### src/rtl/tile_rom_addr_gen.sv
// Two-stage tile-type to glyph-ROM row address generator with frame-stepped rotation of the triangle/circle tiles.
// Build option: define TILE_ROM_ADDR_ERR_EN to add the tile-code range check, zero remap and sticky err_o.
module tile_rom_addr_gen #(
    parameter int TILE_TYPE_WIDTH = 7,
    parameter int ROM_ADDR_WIDTH  = 12,
    parameter int TILE_ROWS_LOG2  = 5,
    parameter int NUM_TILE_TYPES  = 109,
    parameter int TRI_BASE        = 3,
    parameter int CIRC_BASE       = 8,
    parameter int ANIM_STEPS      = 5,
    parameter int ANIM_PERIOD     = 15
) (
    input  logic                       clk_i,
    input  logic                       rst_ni,
    input  logic                       valid_i,
    input  logic [TILE_TYPE_WIDTH-1:0] tile_type_i,
    input  logic [TILE_ROWS_LOG2-1:0]  row_i,
    input  logic                       frame_start_i,
    input  logic                       anim_en_i,
    output logic                       valid_o,
    output logic [ROM_ADDR_WIDTH-1:0]  addr_o,
    output logic                       err_o
);
    localparam int PH_W  = (ANIM_STEPS > 1) ? $clog2(ANIM_STEPS) : 1;
    localparam int FC_W  = (ANIM_PERIOD > 1) ? $clog2(ANIM_PERIOD) : 1;
    localparam int EFF_W = TILE_TYPE_WIDTH + 1;
    localparam int CAT_W = EFF_W + TILE_ROWS_LOG2;

    localparam logic [TILE_TYPE_WIDTH-1:0] TRI_CODE  = TILE_TYPE_WIDTH'(TRI_BASE);
    localparam logic [TILE_TYPE_WIDTH-1:0] CIRC_CODE = TILE_TYPE_WIDTH'(CIRC_BASE);
    localparam logic [FC_W-1:0]            FC_LAST   = FC_W'(ANIM_PERIOD - 1);
    localparam logic [PH_W-1:0]            PH_LAST   = PH_W'(ANIM_STEPS - 1);

    // Every legal tile code must map into the ROM without address aliasing.
    generate
        if (longint'(NUM_TILE_TYPES) * (longint'(1) << TILE_ROWS_LOG2) > (longint'(1) << ROM_ADDR_WIDTH)) begin : g_bad_rom_size
            $error("tile_rom_addr_gen: NUM_TILE_TYPES rows do not fit in ROM_ADDR_WIDTH");
        end
        if (ANIM_PERIOD < 1 || ANIM_STEPS < 1) begin : g_bad_anim
            $error("tile_rom_addr_gen: ANIM_PERIOD and ANIM_STEPS must be >= 1");
        end
    endgenerate

    logic [FC_W-1:0] frame_cnt_reg, frame_cnt_next;
    logic [PH_W-1:0] phase_reg, phase_next;

    // Disabling animation forces the counters to 0, even on a wrapping frame pulse.
    always_comb begin
        frame_cnt_next = frame_cnt_reg;
        phase_next     = phase_reg;
        if (!anim_en_i) begin
            frame_cnt_next = '0;
            phase_next     = '0;
        end else if (frame_start_i) begin
            if (frame_cnt_reg == FC_LAST) begin
                frame_cnt_next = '0;
                phase_next     = (phase_reg == PH_LAST) ? '0 : phase_reg + PH_W'(1);
            end else begin
                frame_cnt_next = frame_cnt_reg + FC_W'(1);
            end
        end
    end

    always_ff @(posedge clk_i or negedge rst_ni) begin
        if (!rst_ni) begin
            frame_cnt_reg <= '0;
            phase_reg     <= '0;
        end else begin
            frame_cnt_reg <= frame_cnt_next;
            phase_reg     <= phase_next;
        end
    end

    // Only the base codes rotate; explicit rotation codes pass through untouched.
    logic [EFF_W-1:0] eff_type_next;
    always_comb begin
        eff_type_next = {1'b0, tile_type_i};
        if (tile_type_i == TRI_CODE || tile_type_i == CIRC_CODE) begin
            eff_type_next = {1'b0, tile_type_i} + EFF_W'(phase_reg);
        end
    end

    logic                      s1_valid_reg;
    logic [EFF_W-1:0]          s1_type_reg;
    logic [TILE_ROWS_LOG2-1:0] s1_row_reg;
    logic [CAT_W-1:0]          cat_addr;
    logic [ROM_ADDR_WIDTH-1:0] addr_next;
    logic                      valid_reg;
    logic [ROM_ADDR_WIDTH-1:0] addr_reg;

    assign cat_addr = {s1_type_reg, s1_row_reg};

`ifdef TILE_ROM_ADDR_ERR_EN
    localparam logic [EFF_W-1:0] NUM_TYPES_W = EFF_W'(NUM_TILE_TYPES);

    logic s1_range_reg;
    logic err_reg;

    // Out-of-range codes fall back to row 0 of the empty-window glyph.
    always_comb begin
        addr_next = ROM_ADDR_WIDTH'(cat_addr);
        if (s1_range_reg) begin
            addr_next = '0;
        end
    end

    always_ff @(posedge clk_i or negedge rst_ni) begin
        if (!rst_ni) begin
            s1_range_reg <= 1'b0;
            err_reg      <= 1'b0;
        end else begin
            s1_range_reg <= ({1'b0, tile_type_i} >= NUM_TYPES_W);
            err_reg      <= err_reg | (s1_valid_reg & s1_range_reg);
        end
    end

    assign err_o = err_reg;
`else
    always_comb begin
        addr_next = ROM_ADDR_WIDTH'(cat_addr);
    end

    assign err_o = 1'b0;
`endif

    always_ff @(posedge clk_i or negedge rst_ni) begin
        if (!rst_ni) begin
            s1_valid_reg <= 1'b0;
            s1_type_reg  <= '0;
            s1_row_reg   <= '0;
            valid_reg    <= 1'b0;
            addr_reg     <= '0;
        end else begin
            s1_valid_reg <= valid_i;
            s1_type_reg  <= eff_type_next;
            s1_row_reg   <= row_i;
            valid_reg    <= s1_valid_reg;
            addr_reg     <= addr_next;
        end
    end

    assign valid_o = valid_reg;
    assign addr_o  = addr_reg;
endmodule

### config.mk
export PLATFORM = sky130hd
export DESIGN_NAME = tile_rom_addr_gen
export DESIGN_NICKNAME = d
export VERILOG_FILES = /design/src/rtl/tile_rom_addr_gen.sv
export SDC_FILE = /design/constraint.sdc
export NUM_CORES = 1
export LEC_CHECK = 0
export CAP_MARGIN = 20
export CORE_MARGIN = 5
export CORE_UTILIZATION = 47
export CTS_CLUSTER_SIZE = 12
export DETAILED_ROUTE_END_ITERATION = 10
export HOLD_SLACK_MARGIN = 0.08
export PLACE_DENSITY = 0.77
export SLEW_MARGIN = 10
export SYNTH_ARGS = -nofsm -noshare
export SYNTH_HDL_FRONTEND = slang
export SYNTH_SLANG_ARGS = --single-unit
### constraint.sdc
create_clock -name clk_i -period 1.7 [get_ports clk_i]
set_input_delay 0.34 -clock clk_i [delete_from_list [all_inputs] [get_ports clk_i]]
set_output_delay 0.34 -clock clk_i [all_outputs]
set_load 0.03 [all_outputs]
**Placement by cell class**

Scale bar: 20 um.
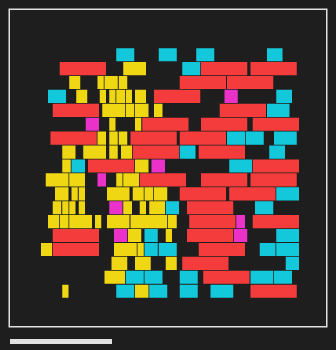
color	class	cells	share of their area
yellow	remaining logic cells	62	26%
red	sequential cells	33	50%
magenta	clock drivers and dummy loads	8	3.4%
cyan	remaining buffers and delay cells	34	21%
Floorplan Core Area: 2520 um^2
Seq/total area: 0.492
row cnt: 18

**Clock wires, drivers and flops**

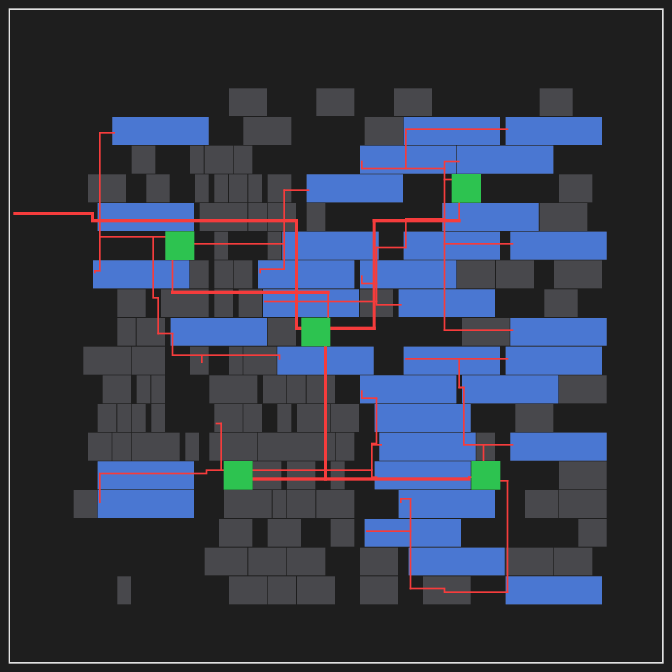
[blue] flip-flops | count: 33
[red] clock wires | length: 382 um
[green] clock-net drivers | count: 5
routed clock nets	6
clk latency late pin: 330 ps
clk_skew: 9.23 ps
Clk. pwr: 0.419 mW
clock power share: 0.298

==> flow_metrics.env <==
# yosys + openroad results
export IMPL_place_ws_ps=-185
export IMPL_io_buffers=29
export IMPL_worstHoldPathType="reg -> reg"
export IMPL_p_leak_nw=0.818
export IMPL_peakVddDrop_mv=0.684
export IMPL_r2r_start="frame_cnt_reg[0]"
export IMPL_timing_fmax_mhz=646
export IMPL_firstDrtPassIters=4
export IMPL_synth_area_um2=1260
export IMPL_cts_resized_gates=5
export IMPL_setup_ws_ps=152
export IMPL_r2r_cells=5
export IMPL_outcome="finished clean"
export IMPL_crit_start="tile_type_i[0]"
export IMPL_ant_nets=0
export IMPL_dr_total_vias=808
export IMPL_grt_first_pass_wirelength_mm=3.62
export IMPL_grt_util_all_layers=0.137
export IMPL_cp_required_ps=1960
export IMPL_fp_util=0.500
export IMPL_place_inst=159
export IMPL_post_cts_buffers=0
export IMPL_wl_per_cell_um=12.6
export IMPL_layout_top_cells="33 x dfrtp_1, 16 x clkdlybuf4s50_1, 8 x o21ai_0, 8 x dlymetal6s2s_1"
export IMPL_ys_ff=33
export IMPL_htreeDepth=2
export IMPL_yosysChipArea_um2=1260
export IMPL_warnings=28
export IMPL_grt_start_max_net_pins=34
export IMPL_nets=161
export IMPL_hold_viol_final=0
export IMPL_synth_stat_cells=98
export IMPL_antenna_found_initial=0
export IMPL_drt_iter0_drc=10
export IMPL_topCellsByArea="dfrtp_1 66%, ha_1 7.0%, o21ai_0 3.2%"
export IMPL_die_w_um=61.8
export IMPL_period_minus_slack_ps=1550
export IMPL_crit_arrival_ps=1800
export IMPL_gp_congestion=0.673
export IMPL_dieArea_um2=3820
export IMPL_worstPathMaxFanout=4
export IMPL_yosys_most_used_dff="dfrtp_1"
export IMPL_top_cell_area_share=0.655
export IMPL_yosysWarnings=0
export IMPL_power_density_nw_per_um2=839
export IMPL_io_pins=31
export IMPL_dpl_hpwl_mm=1.59
export IMPL_fin_util=0.666
export IMPL_drcViolationCount=0
export IMPL_via_per_inst=4.84
export IMPL_edf_count=0
export IMPL_p_total_mw=1.41
export IMPL_cts_hold_buffers=0
export IMPL_grt_pass1_vias=809
export IMPL_synthCells=98
export IMPL_async_reset_ff_frac=1.00
export IMPL_syn_avg_cell_area_um2=12.9
export IMPL_fin_cells=167
export IMPL_drv_slew=0
export IMPL_critical_path_class="in -> reg"
export IMPL_whs_ps=358
export IMPL_cts_root_buf="clkbuf_4"
export IMPL_mostFrequentLayoutCell="dfrtp_1"
export IMPL_start_kind="input pin"
export IMPL_largest_reg_flops=12
export IMPL_die_h_um=61.8
export IMPL_clockBufferDepth=2
export IMPL_n_antenna_cell=0
export IMPL_reg2reg_slack_ps=230
**Clock nets**

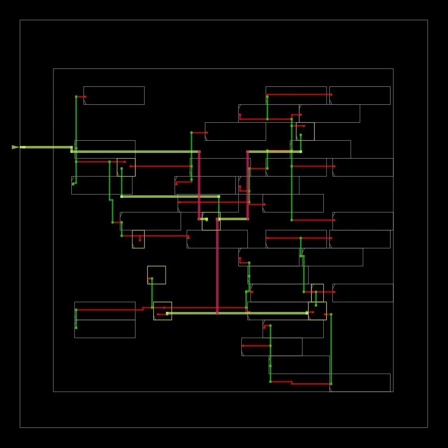
CTS Buf Count: 5
CTS sink count: 33
clkbuf count: 5
Flops: 33

**Cell sizes after repair**

Scale bar: 20 um.
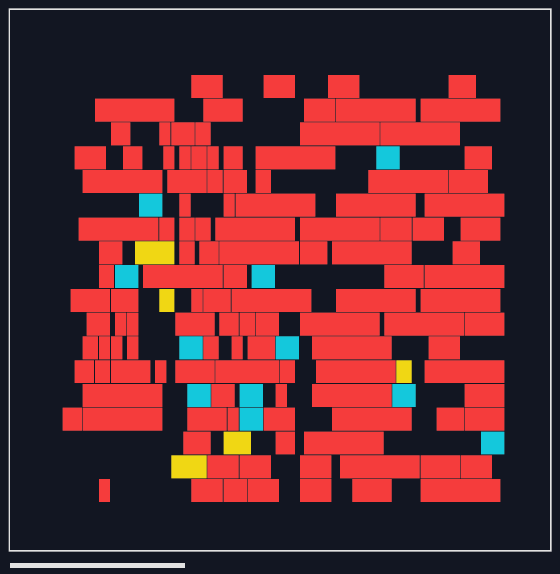
color	size	cells	share
red	x1 and smaller	121	88%
yellow	x2	5	3.6%
cyan	x3 and x4	11	8.0%
Area Overhead vs Synth: 33.3%
Non-clk bufs: 34
Finished Cell Area: 1680 um^2

## cell usage after synthesis (3+ instances only)
cell type,count
dfrtp_1,33
and2_1,3
o21ai_0,8
a21oi_1,4
nor2b_1,3
nor2_1,3
inv_1,6
ha_1,7
nand2_1,7
## worst min-delay path by stage
stage                         startpoint   endpoint  cells after the start
after floorplan                   rst_ni  addr_o[0]                      0
after detailed placement   s1_row_reg[4]  addr_o[4]                      0
after CTS                 s1_type_reg[1]  addr_o[6]                      0
final                     s1_type_reg[1]  addr_o[6]                      0
after global placement     s1_row_reg[1]  addr_o[1]                      0
after global routing       s1_row_reg[2]  addr_o[2]                      0
## power breakdown
group	total (mW)	internal, mW	switching, mW
Clock	0.419	0.156	0.264
Combinational	0.159	0.0732	0.0857
Sequential	0.831	0.819	0.0113
## critical path: stages
cell and delay [ps]:
clkdlybuf4s50_1 520, ha_1 180, inv_1 50, fa_1 390
nor2b_1 110, o21ai_0 70, o21bai_1 140
## metal layers
layer  part of all wire  vias to the layer above  routed length [um]  track usage
li1                   -                      400                   -            -
met1               0.41                      380                 864        0.156
met2               0.47                       22                 996        0.217
met3               0.10                        6                 213       0.0723
met4              0.016                        0                  34       0.0545
met5                  0                        -                   0            0
## kinds of logic (layout without fill, tap and decap cells)
family / count (synthesis) / in the layout / share of synthesized area
AND-OR/OR-AND: 19 / 19 / 0.0904
XOR/XNOR: 2 / 2 / 0.0139
adder cells (fa/ha/maj): 8 / 8 / 0.0854
buffers and inverters: 9 / 48 / 0.0298
flip-flops: 33 / 33 / 0.655
multiplexers: 1 / 1 / 0.00894
other: 1 / 1 / 0.00298
AND/OR/NAND/NOR: 25 / 25 / 0.113
## stage by stage
step	setup TNS, ps	cell area [um^2]
6_report	0	1680
5_1_grt	0	1680
4_1_cts	0	1660
3_5_place_dp	-520	1610
3_3_place_gp	-390	1610
2_1_floorplan	0	1260
## area by class of cell
| cell class | count | area [um^2] |
|---|---|---|
| clock buffers | 5 | 37.5 |
| clock inverters | 3 | 17.5 |
| fillers | 206 | 843 |
| inverters | 6 | 22.5 |
| multi-input cells | 56 | 397 |
| flip-flops and latches | 33 | 826 |
| well taps | 30 | 37.5 |
| repair buffers | 34 | 342 |
No activity file was given, so power comes from the tool's default toggle rates.
